Run 1, met4 routing:
(3 px per µm)
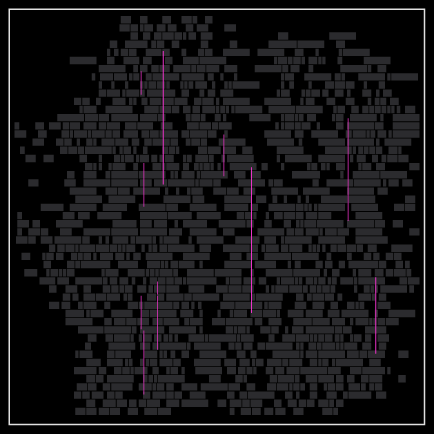
Run 1, layout detail:
Window x 93 to 113, y 24 to 44 µm. Cells in grey, sequential cells in the stronger grey; small squares are vias.
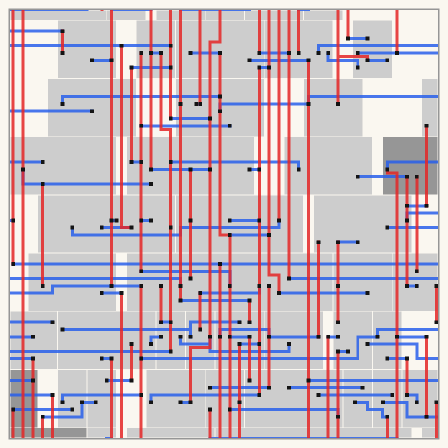
Run 1, routed clock nets over the placement:
(2 px per µm)
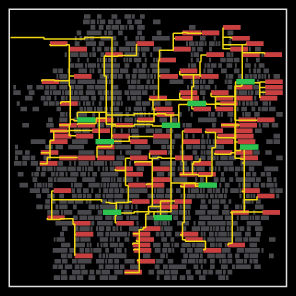
Design inert_chan_monitor, sky130hd; sources not shown.
==> run notes, run 1 <==
Implementation progress

The flow ran to the end, but the final reports show violations. The final reports fail on setup timing. TritonCTS created 9 clock buffers. The share of final layout cell area taken by clock buffers and inverters stands at between 2 and 3%. The routed length per placed instance stands at 15.9 µm.

The overall power stands at 5.03 mW. For reference, the placement row count at floorplan is around 49. The tightest slew margin relative to the limit stands at roughly 50%. Per STA, the worst path accumulates the most delay in the family simple AND/OR/NAND/NOR gates. The flow reports an fmax of approximately 0.25 GHz. The post-synthesis async set-or-reset flop share stands at 100%.

Dividing the synthesized area by the synthesized cell count gives 9.29 µm². Yosys shows that the main logic family after synthesis is simple AND/OR/NAND/NOR gates. The post-synthesis chip area from yosys stands at ~0.0074 mm².

The highest layer touched by signal routing is met4. Once synthesis finished, the tally of register bits stood at 112. The layout report lists the multi-input gate area as roughly 0.005 mm². Summed over all nets, the switching power comes to ~1.8 mW.

The endpoint required time on the critical path stands at around 3700 ps. The cell-mix breakdown from Yosys lists the simple-gate area share as between 10% and 20%. The power density relative to cell area stands at 464 mW/mm². The sum of negative setup slack stands at -11020 ps. Per the layout report, the design carries 11 clock buffers. The final layout contains roughly 1100 nets. The non-clock inverters instantiated in the layout total approximately 84. After detailed routing, the number of remaining DRC violations is 0. The worst register-to-register path has a depth of 8. Overall routing resource usage recorded by global route was 22.2%. Summing the areas of all xor and xnor instances in the mapped netlist gives under 10% of the synthesized area. On the worst setup and hold paths after CTS, the clock-pin slew comes to ~80 ps. The top fanout value on the critical path stands at 6. The global routing met2 resource utilization stands at between 30% and 40%. The placer's final routability congestion estimate stands at 0.843.

The count of clock tree sinks stands at between 100 and 150. The share of cell area taken by muxes after synthesis stands at under 10%. The final antenna diode tally reported by the flow is 0. The worst path setup slack after routing stands at -362 ps. The synthesized design devotes to its leading area cell type between 30% and 40% of total area. The share of the clock period used by the worst path after layout stands at 110%.

The worst hold path belongs to the class in -> async. In this run the count of I/O pins placed on the die edge is just under 70. The setup slack on the worst flop-to-flop path stands at ~1000 ps. The dominant power group in this design is combinational logic. The via count of the first global-routing pass was around 6500. The number of cells reported by Yosys stat comes to slightly below 800. STA classifies the critical path startpoint as a primary input. The switching power share of the total stands at a little under two fifths.

The slew at the pin closest to its max-slew limit stands at roughly 730 ps. The time the worst path needs with I/O delays and setup stands at 3960 ps. According to the floorplan report, the total die area is approximately 0.019 mm². The count of cell types in the netlist stands at ~64. In this run the static leakage power is ~4.8 nW.

The count of library flops with an enable pin stands at 0. Per the log, the first TritonRoute iteration ended with a DRC count of approximately 330. The internal portion of the total power is ~3.2 mW. Of the total synthesized cell area, the portion taken by AND-OR and OR-AND cells is between 10% and 20%.

Entering global routing, the biggest net connects between 50 and 60 pins. The last timing report of the flow puts the setup violation total at 48. The worst setup path is captured at a flop.

After global routing, the most crowded layer is met2. Among all cell types in the netlist, the one instantiated most often is dfrtp_1. Across all stage logs, warnings added up to 27. The half-perimeter wire length after detailed placement stands at 14.0 mm. The area share of buffers outside the clock network stands at a little under a fifth. Registers take 0.00280 mm². The final report gives the core utilization as about three fifths. By area, the class that comes first in the final layout consists of logic gates.

Buffers inserted to repair hold after CTS numbered 0. The setup path with the least slack is of type in -> reg. In this run the vertical extent of the chip is 138 µm.

After synthesis the cells add up to between 0.007 and 0.008 mm². The STA report counts the stages on the worst setup path as 12. The global-route wire length before repair stands at about 33 mm. The number of buffers inserted by post-CTS setup repair stands at 10. The worst setup slack after placement stands at -1150 ps.

The flow measured a signed area growth from synthesis to layout of 46.7%. After the flow finishes, the layout carries non-filler instances totaling ~1200. The final sequential cell count stands at between 100 and 150.

The met1 global-route usage stands at between 30% and 40%. The power report attributes to the sequential group a share of approximately 34%. Sorting the synthesized cells by area gives the leading types as dfrtp_1, ha_1, mux2_2. The synthesized instance count is about 800. The number of filler cells placed in the layout stands at 1521. Endpoints failing hold in the final report were tallied at 0. The initial antenna violation count stands at 0.

In this run the remaining antenna-violating nets after routing total 0. Per the cell usage report, the commonest logic cells after layout are buf_4, dfrtp_1, nand2_1.
Notes on 'met4 routing' above:
nets with wire on the layer	9
main direction	vertical
vias post-DR: 6621
total length of routed wires: 19.9 mm

Notes on 'layout detail' above:
layer	colour
M1	blue
M2	red
sequential cells in the window	0
most frequent	buf_4 (5), nand2_1 (4), buf_6 (4)
cells with their middle in the window	32

Notes on 'routed clock nets over the placement' above:
[clock-net drivers] green | count: 9
[clock wires] yellow | length: 1520 µm
[flip-flops] red | count: 112
flops lie	all over the die
routed clock nets	10
Clk Latency, worst-skew pair: 360 ps
clock network power share: 21.1%
Clk power: 1.06 mW

Run 1, routing congestion:
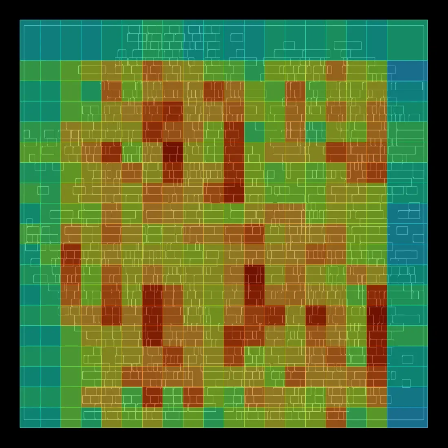

==> run 2, diff against run 1 <==
- CELL_PAD_IN_SITES_DETAIL_PLACEMENT: default -> 0
- CELL_PAD_IN_SITES_GLOBAL_PLACEMENT: default -> 1
- PLACE_DENSITY: 0.63 -> 0.77
- clock period: 3.6 -> 4.7 ns (I/O delays scaled with it)
Run 2, routing congestion:
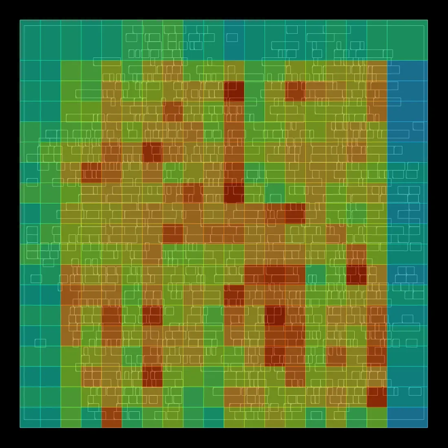
Routed WL per cell: 15.5 µm
final design utilization: 51.8%

==> run 2 against run 1 <==
  * Core utilization decreased by 8.3 points
  * First-iteration DRC count up 8.2%
  * Global-route usage down 1.5 points
  * The run now ends clean
  * Clock power decreased by 24%
  * Hold slack better by 250 ps
  * Routed wire length fell by 8.2%
  * Critical path depth increased by 1
  * Setup slack gained 550 ps
  * Total power down 31%
  * Sequential share of layout area increased by 4.2 points
==> run notes, run 2 <==
Implementation progress

The worst setup path is launched from a primary input. Warnings reported by Yosys during synthesis add up to 0. The number of logic stages on the critical path including buffering stands at 13 (+1).

The global-route wire length before repair is 30.5 mm (-6.7%). The worst setup path is captured at a flop. The design internal power stands at 2.20 mW (-31%). The buffer_ports step reported a buffer count of 67.

The die outline height stands at 138 µm (unchanged). The setup slack on the worst flop-to-flop path came to 2240 ps (+1200 ps). The H-tree was split into 3 levels. The final critical path takes up about 96% of the cycle.

The global routing met2 resource utilization was 32.3% (-4.4 points). The post-CTS clock slew at the launch and capture registers of the worst setup and hold paths came to 80 ps (about the same). The time the worst path needs with I/O delays and setup stands at about 4500 ps. In this run the layout overhead on the synthesized area is reported as 26.3%.

The endpoint required time on the critical path stands at 4740 ps (+1050 ps). The synthesized instance count is 795 (unchanged). The post-synthesis simple-gate area fraction stands at 17.7% (unchanged). The worst setup slack after placement came to -239 ps (+913 ps). The diode insertion count for antenna repair stands at 0 (unchanged).

The count of routing violations after the opening detailed-route iteration came to 358 (+8.2%). The fmax stands at approximately 0.22 GHz. The cell area after synthesis stands at 0.00739 mm² (unchanged).

The sum of negative setup slack stands at 0 ps (+11020 ps). The final cell count without fillers is 1178 (-5.6%). The number of primary I/O pins stands at 68 (unchanged). The half-perimeter wire length after detailed placement stands at 13.9 mm (-0.64%). The insertion delay to the later sink of the worst-skew pair is 360 ps (about the same).

By area, the class that comes first in the final layout consists of logic gates. The power density relative to cell area stands at 370 mW/mm² (-20%). The global routing stage identified its most utilized layer as met2.

The total die size stands at 0.0190 mm² (unchanged). Checking hold timing, the worst path is listed with class reg -> reg. The placer's final routability congestion estimate came to 0.826 (-2.0%). The area share of buffers outside the clock network came to 15.2% (-3.9 points).

Per the synthesis report, the dominant area consumer among library cells is dfrtp_1. The detailed-routing wirelength on met1 stands at about 9.0 mm. Per the detail_route log, the uppermost layer with routed signals is met4.

The number of buffers inserted during clock tree synthesis is 9 (unchanged). After synthesis, flip-flops and latches occupy a little under two fifths of the total area. Grouping stages by cell kind, the critical path spends the most delay in simple AND/OR/NAND/NOR gates.

The number of clock buffer instances in the layout is 9 (-2). The register share of the cell area stands at about 30%. The largest net degree at the start of global routing stands at 79 (+55%). The detailed-route wire length stands at 18.2 mm (-8.2%).

The overall power was 3.45 mW (-31%). The leakage power is 4.06 nW (-15%). The final hold violation count is 0 (unchanged). In the post-synthesis netlist, the biggest area contributors are dfrtp_1, ha_1, mux2_2. The number of nets in the finished design is 1052 (-6.2%). The multi-input logic area came to 0.00421 mm² (-17%).

The post-synthesis register bit count stands at 112 (unchanged). The top fanout value on the critical path was 8 (+2). The mean cell area of the mapped netlist came to 9.29 µm² (unchanged). The length of the first detailed-routing pass in iterations stands at 4. The count of library flops with an enable pin stands at 0 (unchanged).

The initial antenna violation count came to 0 (unchanged). The share of cell area taken by muxes after synthesis was 9.49% (unchanged). The synthesis stats list as the most numerous cell dfrtp_1. The post-synthesis async set-or-reset flop share is 100% (unchanged). The count of cell types in the netlist stands at 64 (unchanged). The via count of the first global-routing pass stands at 5987 (-8.0%). The flow ran to the end, and the final reports show no timing, DRC or antenna violations. The net switching power figure stands at 1.25 mW (-33%).

The count of clock tree sinks stands at 112 (unchanged). The number of routed nets with antenna violations was 0 (unchanged). The area share of the leading cell type in the synthesized netlist stands at 37.6% (unchanged).

Per the cell usage report, the commonest logic cells after layout are dfrtp_1, buf_4, nand2_1. The critical path is of the in -> reg type. The number of vias in the routed layout is 6228 (-5.9%). The number of cells traversed by the worst register-to-register path was 8 (unchanged).

The share of final layout cell area taken by clock buffers and inverters stands at 3.26% (+0.45 points). After clock tree synthesis, the repair step resized 0 gates. The site row count was 49 (unchanged). The number of flip-flops in the largest register stands at between 40 and 50. The inverter count stands at 84 (unchanged).

The sequential cell area stands at 0.00280 mm² (unchanged). The share of total power in the clock network came to 23.3% (+2.2 points). The number of filler cells placed in the layout stands at 1712 (+13%). The all-layer global routing usage stands at 20.7% (-1.5 points). The complex-gate fraction of the synthesized area stands at 14.8% (unchanged). The met1 global-route usage stands at 29.5% (-1.1 points).

The sequential group share of total power came to 38.1% (+4.3 points). The power attributed to the clock group was 0.803 mW (-24%). The tightest slew margin relative to the limit stands at 42.7% (-8.7 points). The tally of OpenROAD warnings stands at 25 (-7.4%). The final sequential cell count is 112 (unchanged).

By area, the combinational part of the netlist is dominated by simple AND/OR/NAND/NOR gates. At the floorplan stage, the core utilization is reported as 41.0%. The number of buffers inserted by post-CTS setup repair stands at 0 (-10). The switching power share of the total is 36.1% (-0.66 points). Per report_power, the top consumer among the power groups is combinational logic.

The number of setup violations in the final report stands at 0 (-100%). The xor-xnor portion of the synthesized cell area stands at 5.57% (unchanged). The post-cts hold-fix buffer tally stands at 0 (unchanged). The post-synthesis chip area from yosys came to 0.00739 mm² (unchanged).

The slew at the pin closest to its max-slew limit stands at 857 ps (+130 ps). The worst path setup slack after routing stands at 188 ps (+550 ps). The final routed DRC violation total came to 0 (unchanged). The count of instantiated cells in the yosys netlist stands at 795 (unchanged).
No activity file was given, so power comes from the tool's default toggle rates.
